## config.mk

```make
export PLATFORM = sky130hd
export DESIGN_NAME = moving_average_sequencer
export DESIGN_NICKNAME = d
export VERILOG_FILES = /design/src/rtl/ma_pkg.sv /design/src/rtl/strobe_sync.sv /design/src/rtl/moving_average_sequencer.sv
export SDC_FILE = /design/constraint.sdc
export NUM_CORES = 1
export LEC_CHECK = 0
export CAP_MARGIN = 20
export CORE_MARGIN = 3
export CORE_UTILIZATION = 61
export CTS_CLUSTER_DIAMETER = 100
export DETAILED_ROUTE_END_ITERATION = 8
export PLACE_DENSITY = 0.95
export SETUP_SLACK_MARGIN = 0.1
export SLEW_MARGIN = 0
export SYNTH_ARGS = -nofsm -noshare
export SYNTH_HDL_FRONTEND = slang
export SYNTH_SLANG_ARGS = --single-unit
```

## constraint.sdc

```tcl
create_clock -name clk -period 9.7 [get_ports clk]
set_input_delay 2.425 -clock clk [delete_from_list [all_inputs] [get_ports clk]]
set_output_delay 2.425 -clock clk [all_outputs]
set_load 0.005 [all_outputs]
```

## src/rtl/ma_pkg.sv

```systemverilog
// ---------------------------------------------------------------------------
// ma_pkg -- shared definitions for the moving-average sequencer.
//
// Holds the default widths, the sequencer state encoding and the decode from
// the 2-bit window select to log2 of the window length.
// ---------------------------------------------------------------------------
package ma_pkg;

  localparam int DATA_W = 10;
  localparam int ADDR_W = 4;
  // 16 samples of a full-scale 10-bit value fit in 14 bits without wrapping.
  localparam int ACC_W  = DATA_W + ADDR_W;

  typedef enum logic [1:0] {
    ST_IDLE   = 2'd0,
    ST_READ   = 2'd1,
    ST_UPDATE = 2'd2,
    ST_OUTPUT = 2'd3
  } state_e;

  localparam logic [1:0] SEL_BYPASS = 2'b00;
  localparam logic [1:0] SEL_N4     = 2'b01;
  localparam logic [1:0] SEL_N8     = 2'b10;
  localparam logic [1:0] SEL_N16    = 2'b11;

  // Window select -> log2(N): 00 -> N=1, 01 -> 4, 10 -> 8, 11 -> 16.
  function automatic logic [2:0] sel_to_log2n(input logic [1:0] sel);
    logic [2:0] r;
    case (sel)
      SEL_N4:  r = 3'd2;
      SEL_N8:  r = 3'd3;
      SEL_N16: r = 3'd4;
      default: r = 3'd0;
    endcase
    return r;
  endfunction

endpackage

```

## src/rtl/strobe_sync.sv

```systemverilog
// ---------------------------------------------------------------------------
// strobe_sync -- brings the asynchronous sample strobe into the clk domain
// and turns each rising edge into a single-cycle pulse.
//
// Ports:
//   clk       system clock
//   rst_n     asynchronous active-low reset
//   strobe_i  raw asynchronous strobe from the pads
//   edge_o    one-cycle pulse per rising edge of the synchronised strobe
// ---------------------------------------------------------------------------
module strobe_sync (
  input  logic clk,
  input  logic rst_n,
  input  logic strobe_i,
  output logic edge_o
);

  logic       sync1_q;
  logic       sync2_q;
  logic       prev_q;
  logic [1:0] warm_q;

  always_ff @(posedge clk or negedge rst_n) begin
    if (!rst_n) begin
      sync1_q <= 1'b0;
      sync2_q <= 1'b0;
      prev_q  <= 1'b0;
      warm_q  <= 2'd0;
    end else begin
      sync1_q <= strobe_i;
      sync2_q <= sync1_q;
      prev_q  <= sync2_q;
      if (warm_q != 2'd3) begin
        warm_q <= warm_q + 2'd1;
      end
    end
  end

  // The flops come out of reset at 0, so a strobe that is already high at
  // release would look like a rising edge. Edges are only honoured once
  // prev_q holds a genuinely sampled value (three clocks after release).
  assign edge_o = (warm_q == 2'd3) & sync2_q & ~prev_q;

endmodule

```

## src/rtl/moving_average_sequencer.sv

```systemverilog
// ---------------------------------------------------------------------------
// moving_average_sequencer -- boxcar moving-average filter over 1/4/8/16
// samples, using an external synchronous-read window buffer.
//
// Each strobe edge runs IDLE -> READ -> UPDATE -> OUTPUT. READ fetches the
// oldest sample at wptr, UPDATE adds the new sample, drops the oldest one
// once the window is full and overwrites it in the buffer, OUTPUT presents
// acc >> log2(N) with a one-cycle strobe_out.
//
// Ports:
//   clk, rst_n       clock, asynchronous active-low reset
//   ena              accept new strobe edges while high
//   sample_in        unsigned sample, captured on the strobe edge
//   strobe_in        asynchronous sample strobe (rising edge = new sample)
//   filter_select    window select, captured with the sample
//   mem_addr/we/wdata/rdata   window-buffer port (rdata one cycle after addr)
//   data_out         filter result
//   strobe_out       one-cycle pulse marking a new data_out
//   busy             sequencer not idle
//   overrun          sticky: a strobe edge arrived while busy
// ---------------------------------------------------------------------------
module moving_average_sequencer #(
  parameter int DATA_W = ma_pkg::DATA_W,
  parameter int ADDR_W = ma_pkg::ADDR_W
) (
  input  logic              clk,
  input  logic              rst_n,
  input  logic              ena,
  input  logic [DATA_W-1:0] sample_in,
  input  logic              strobe_in,
  input  logic [1:0]        filter_select,
  output logic [ADDR_W-1:0] mem_addr,
  output logic              mem_we,
  output logic [DATA_W-1:0] mem_wdata,
  input  logic [DATA_W-1:0] mem_rdata,
  output logic [DATA_W-1:0] data_out,
  output logic              strobe_out,
  output logic              busy,
  output logic              overrun
);

  import ma_pkg::*;

  localparam int ACC_W_L = DATA_W + ADDR_W;

  state_e              state_q,      state_d;
  logic [DATA_W-1:0]   sample_q,     sample_d;
  logic [1:0]          sel_q,        sel_d;
  logic [1:0]          active_q,     active_d;
  logic [ACC_W_L-1:0]  acc_q,        acc_d;
  logic [ADDR_W:0]     fill_q,       fill_d;
  logic [ADDR_W-1:0]   wptr_q,       wptr_d;
  logic [DATA_W-1:0]   data_out_q,   data_out_d;
  logic                strobe_out_q, strobe_out_d;
  logic                overrun_q,    overrun_d;

  logic                edge_pulse;
  logic [2:0]          shift_w;
  logic [ADDR_W:0]     n_w;
  logic [DATA_W-1:0]   oldest_w;
  logic                bypass_w;
  logic                mem_we_w;

  strobe_sync u_sync (
    .clk      (clk),
    .rst_n    (rst_n),
    .strobe_i (strobe_in),
    .edge_o   (edge_pulse)
  );

  // Window geometry always follows the active selection; by UPDATE any
  // selection change has already been folded in by the READ-state flush.
  assign shift_w  = sel_to_log2n(active_q);
  assign n_w      = {{ADDR_W{1'b0}}, 1'b1} << shift_w;
  assign bypass_w = (active_q == SEL_BYPASS);
  // The oldest sample only leaves the sum once the window is full.
  assign oldest_w = (fill_q == n_w) ? mem_rdata : '0;

  always_comb begin
    state_d      = state_q;
    sample_d     = sample_q;
    sel_d        = sel_q;
    active_d     = active_q;
    acc_d        = acc_q;
    fill_d       = fill_q;
    wptr_d       = wptr_q;
    data_out_d   = data_out_q;
    strobe_out_d = 1'b0;
    overrun_d    = overrun_q;
    mem_we_w     = 1'b0;

    // Edges that land while a sequence is running are lost, not queued.
    if (edge_pulse && ena && (state_q != ST_IDLE)) begin
      overrun_d = 1'b1;
    end

    case (state_q)
      ST_IDLE: begin
        if (edge_pulse && ena) begin
          sample_d = sample_in;
          sel_d    = filter_select;
          state_d  = ST_READ;
        end
      end

      ST_READ: begin
        // mem_addr already presents wptr; mem_rdata is valid in UPDATE.
        // A new window length invalidates the buffered history, so start
        // over and treat this sample as the first of the new window.
        if (sel_q != active_q) begin
          acc_d    = '0;
          fill_d   = '0;
          wptr_d   = '0;
          active_d = sel_q;
        end
        state_d = ST_UPDATE;
      end

      ST_UPDATE: begin
        if (bypass_w) begin
          // N=1: the buffer is left untouched and the sample passes through.
          acc_d = ACC_W_L'(sample_q);
        end else begin
          mem_we_w = 1'b1;
          acc_d    = acc_q + ACC_W_L'(sample_q) - ACC_W_L'(oldest_w);
          wptr_d   = ({1'b0, wptr_q} == (n_w - 1'b1)) ? '0
                                                       : wptr_q + ADDR_W'(1);
          fill_d   = (fill_q == n_w) ? n_w : fill_q + (ADDR_W+1)'(1);
        end
        // Result is registered on entry to OUTPUT so that data_out and
        // strobe_out are valid together during the OUTPUT cycle. The
        // divide is by N even before the window has filled.
        data_out_d   = DATA_W'(acc_d >> shift_w);
        strobe_out_d = 1'b1;
        state_d      = ST_OUTPUT;
      end

      ST_OUTPUT: begin
        state_d = ST_IDLE;
      end

      default: begin
        state_d = ST_IDLE;
      end
    endcase
  end

  always_ff @(posedge clk or negedge rst_n) begin
    if (!rst_n) begin
      state_q      <= ST_IDLE;
      sample_q     <= '0;
      sel_q        <= SEL_BYPASS;
      active_q     <= SEL_BYPASS;
      acc_q        <= '0;
      fill_q       <= '0;
      wptr_q       <= '0;
      data_out_q   <= '0;
      strobe_out_q <= 1'b0;
      overrun_q    <= 1'b0;
    end else begin
      state_q      <= state_d;
      sample_q     <= sample_d;
      sel_q        <= sel_d;
      active_q     <= active_d;
      acc_q        <= acc_d;
      fill_q       <= fill_d;
      wptr_q       <= wptr_d;
      data_out_q   <= data_out_d;
      strobe_out_q <= strobe_out_d;
      overrun_q    <= overrun_d;
    end
  end

  assign mem_addr   = wptr_q;
  assign mem_we     = mem_we_w;
  assign mem_wdata  = sample_q;
  assign data_out   = data_out_q;
  assign strobe_out = strobe_out_q;
  assign busy       = (state_q != ST_IDLE);
  assign overrun    = overrun_q;

endmodule

```

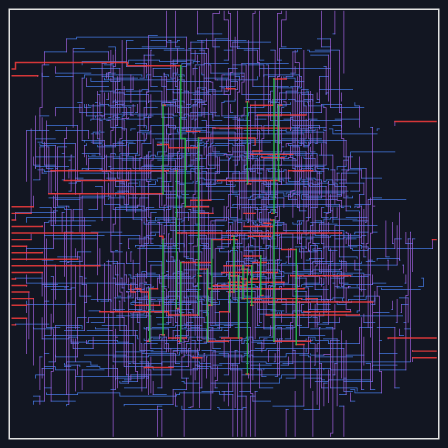
Figure 1: run 1, wiring by layer.
legend:
  metal 4:
    colour: green
    wire_length: 372 um
  metal 2:
    colour: purple
    wire_length: 5120 um
  metal 3:
    colour: red
    wire_length: 626 um
  metal 1:
    colour: blue
    wire_length: 4100 um

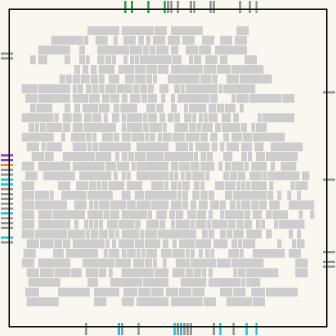
Figure 2: run 1, pin map.
Pins as bars across the die edge, other pins in grey.
legend:
  filter_select:
    colour: purple
    pins: 2
    direction: input
    edge: left
  sample_in:
    colour: cyan
    pins: 10
    direction: input
    edge: 6 bottom, 4 left
  strobe_out:
    colour: orange
    pins: 1
    direction: output
    edge: left
  mem_addr:
    colour: green
    pins: 4
    direction: output
    edge: top
count of port buffers added during placement: 53
Horiz. Die Dim: 88.76 um
Die Y: 88.76 um

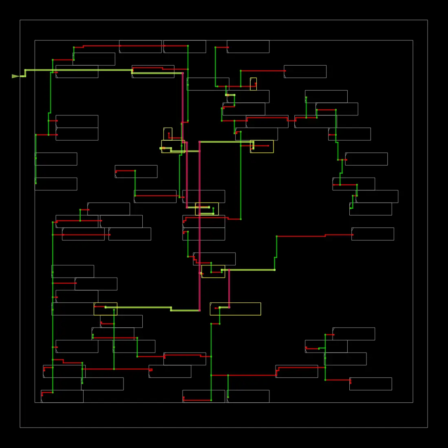
Figure 3: run 1, clock routing.
number of flip-flops and latches: 56

==> results_dict.tcl, run 1 <==
# metrics dict for downstream scripts
set metrics [dict create \
    worst_hold_check_path_type "register to register" \
    grt_overflow 0 \
    fp-utilization_pct 64.32 \
    sequential_cell_area_share_pct 28.89 \
    nWellTaps 77 \
    clk_transition_reported_paths_ns 0.12 \
    layout.cells.most_common_list "sky130_fd_sc_hd__dfrtp_1, sky130_fd_sc_hd__inv_1, sky130_fd_sc_hd__clkdlybuf4s50_1, sky130_fd_sc_hd__nand2_1, sky130_fd_sc_hd__o21ai_0" \
    ys.warnings.count 0 \
    number_of_antenna_diodes 0 \
    synthArstFlopShare_pct 100.0 \
    regToRegStartpoint "active_q[0]$_DFFE_PN0P_" \
    inv_count 56 \
    run_status "completed" \
    rsz0062_at_grt "false" \
    max_flop_register "acc_q" \
    maxUsedRoutingLayer "met4" \
    cts-buffers-inserted 5 \
    logic_area_um2 2477 \
    synthesis.area_um2 4178 \
    nMultiInputCombCells 326 \
    post-synth-top-count-cell "sky130_fd_sc_hd__dfrtp_1" \
    numSynthFlops 56 \
    relSlewSlack_pct 35.96 \
    comb-cell-share_pct 51.07 \
    grt_util_met1_pct 33.06 \
    row_count 29 \
    worstHoldStart "u_sync.sync2_q$_DFF_PN0_" \
    dr_wl_met2_mm 5.121 \
    synth.cellmix.simpleShare_pct 15.21 \
    sequential_cell_area_um2 1401 \
    post-dp-hpwl_mm 7.473 \
    coreArea_um2 6495 \
    largestClassByArea "multi-input combinational cells" \
    num-fill-cells 426 \
    gr-usage-all-layers_pct 27.40 \
    post_synthesis_share_of_cell_area_spent_on_full_adders_half_adders_and_majority_gates_pct 13.18 \
    first_global_vias 3668 \
    timing.critical_path.from_type "input pin" \
    postLayoutCoreUtil_pct 74.69 \
    cts_root_buf "sky130_fd_sc_hd__clkbuf_8" \
    grt_most_used_layer "met2" \
    tightest_slew_ns 0.9538 \
    worst_setup_path_end_kind "register" \
]
==> run 1: stage by stage <==
stage,setup slack [ns],instance area (um^2),hold slack [ns],instances
2_1_floorplan,4.549,4178,0.3312,454
3_3_place_gp,3.947,4736,0.3360,571
3_5_place_dp,3.887,4736,0.3543,571
4_1_cts,4.164,4843,0.3750,579
5_1_grt,3.909,4851,0.3817,580
6_report,4.105,4851,0.3672,580
--- run 2 (diff from run 1) ---
--- a/config.mk
+++ b/config.mk
@@ -7,10 +7,10 @@
 export LEC_CHECK = 0
 export CAP_MARGIN = 20
 export CORE_MARGIN = 3
-export CORE_UTILIZATION = 61
+export CORE_UTILIZATION = 51
 export CTS_CLUSTER_DIAMETER = 100
 export DETAILED_ROUTE_END_ITERATION = 8
-export PLACE_DENSITY = 0.95
+export PLACE_DENSITY = 0.85
 export SETUP_SLACK_MARGIN = 0.1
 export SLEW_MARGIN = 0
 export SYNTH_ARGS = -nofsm -noshare
==> constraint.sdc (replaced) <==
create_clock -name clk -period 4.8 [get_ports clk]
set_input_delay 1.2 -clock clk [delete_from_list [all_inputs] [get_ports clk]]
set_output_delay 1.2 -clock clk [all_outputs]
set_load 0.005 [all_outputs]
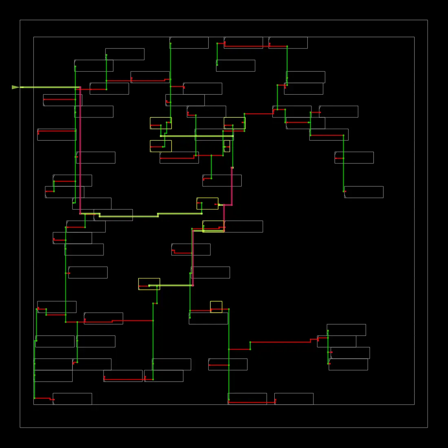
Figure 4: run 2, clock routing.
Final Skew: 0.006965 ns
CLK BUF: 7
TritonCTS Buffers: 5
clk sink count: 56

==> results_dict.tcl, run 2 <==
# metrics dict for downstream scripts
set metrics [dict create \
    design.seq.count 56 \
    post-synth-top-count-cell "sky130_fd_sc_hd__dfrtp_1" \
    final_cell_count_no_fill 617 \
    numSynthFlops 56 \
    numPortBuffers 53 \
    tightest_slew_ns 0.9534 \
    logic_area_um2 2509 \
    dr_wl_met2_mm 5.237 \
    max_flop_register "acc_q" \
    gr-usage-all-layers_pct 23.61 \
    nWellTaps 102 \
    inv_count 56 \
    die_width_um 96.51 \
    largestClassByArea "multi-input combinational cells" \
    die_h_um 96.51 \
    timing.critical_path.from_type "register" \
    place.detailed.instances 607 \
    cts_root_buf "sky130_fd_sc_hd__clkbuf_8" \
    nMultiInputCombCells 326 \
    clk_transition_reported_paths_ns 0.10 \
    grt_util_met1_pct 29.25 \
    maxUsedRoutingLayer "met4" \
    ys.warnings.count 0 \
    first_global_vias 3732 \
    number_of_antenna_diodes 0 \
    run_status "completed" \
    postLayoutCoreUtil_pct 63.79 \
    coreArea_um2 7848 \
]
[run 2: cell count changes in the layout (fill, tap and decap cells not counted), sizes merged]
| cell | delta |
|---|---|
| clkinv | -1 |
| clkbuf | +1 |
| buf | +12 |
| clkinvlp | +1 |
| bufinv | -1 |
[run 2: stage by stage]
stage,setup slack (ns),instance area [um^2]
after floorplan,0.4735,4178
after global placement,0.1814,4842
after detailed placement,0.1871,4853
after CTS,0.1266,4947
after global routing,0.09412,5006
final,0.3538,5006
--- run 3 (diff from run 2) ---
--- a/config.mk
+++ b/config.mk
@@ -10,8 +10,10 @@
 export CORE_UTILIZATION = 51
 export CTS_CLUSTER_DIAMETER = 100
 export DETAILED_ROUTE_END_ITERATION = 8
+export GPL_TIMING_DRIVEN = 1
 export PLACE_DENSITY = 0.85
 export SETUP_SLACK_MARGIN = 0.1
+export SKIP_LAST_GASP = 1
 export SLEW_MARGIN = 0
 export SYNTH_ARGS = -nofsm -noshare
 export SYNTH_HDL_FRONTEND = slang
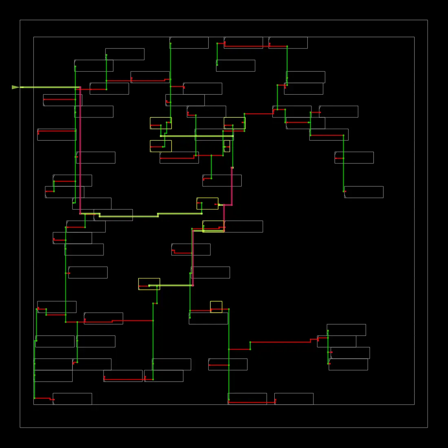
Figure 5: run 3, clock routing.
Skew-Pair Late Insertion Delay: 0.31 ns

==> results_dict.tcl, run 3 <==
# metrics dict for downstream scripts
set metrics [dict create \
    row_count 32 \
    regToRegStartpoint "active_q[0]$_DFFE_PN0P_" \
    run_status "completed" \
    layout.cells.most_common_list "sky130_fd_sc_hd__dfrtp_1, sky130_fd_sc_hd__inv_1, sky130_fd_sc_hd__clkdlybuf4s50_1, sky130_fd_sc_hd__nand2_1, sky130_fd_sc_hd__o21ai_0" \
    worst_hold_check_path_type "register to register" \
    timing.critical_path.from_type "register" \
    worst_setup_path_end_kind "register" \
    gr-usage-all-layers_pct 23.61 \
    ys.warnings.count 0 \
    clk_transition_reported_paths_ns 0.10 \
    synth.cellmix.simpleShare_pct 15.21 \
    numPortBuffers 53 \
    worstHoldStart "u_sync.sync1_q$_DFF_PN0_" \
    post-dp-hpwl_mm 7.771 \
    dr_wl_met2_mm 5.237 \
    post-route-cell-area_um2 5006 \
    number_of_antenna_diodes 0 \
    dpl-instance-area_um2 4853 \
    min_hold_slack_ns 0.3745 \
    tightest_slew_ns 0.9534 \
    skew_ns 0.006965 \
    cts-buffers-inserted 5 \
    numSynthFlops 56 \
    cts_root_buf "sky130_fd_sc_hd__clkbuf_8" \
    synthesis.area_um2 4178 \
    die_h_um 96.51 \
    die_width_um 96.51 \
    post-synth-top-count-cell "sky130_fd_sc_hd__dfrtp_1" \
]
-- run 3: layout make-up --
type / instances / area (um^2)
fillers: 680 / 2841
multi-input cells: 326 / 2509
flip-flops and latches: 56 / 1401
repair buffers: 69 / 661.9
inverters: 56 / 212.7
well taps: 102 / 127.6
clock buffers: 7 / 86.33
clock inverters: 1 / 7.507
-- run 3: per-stage QoR --
step / std cells / setup slack [ns]
global placement: 606 / 0.1814
global route: 617 / 0.09412
CTS: 615 / 0.1266
detailed placement: 607 / 0.1871
floorplan: 454 / 0.4735
finish: 617 / 0.3538
-- run 3: metal layers --
layer	vias to the layer above	global-route usage (%)
met1	1766	29.25
met2	85	41.15
met3	22	3.950
met4	0	8.879
met5	-	0
li1	1719	-
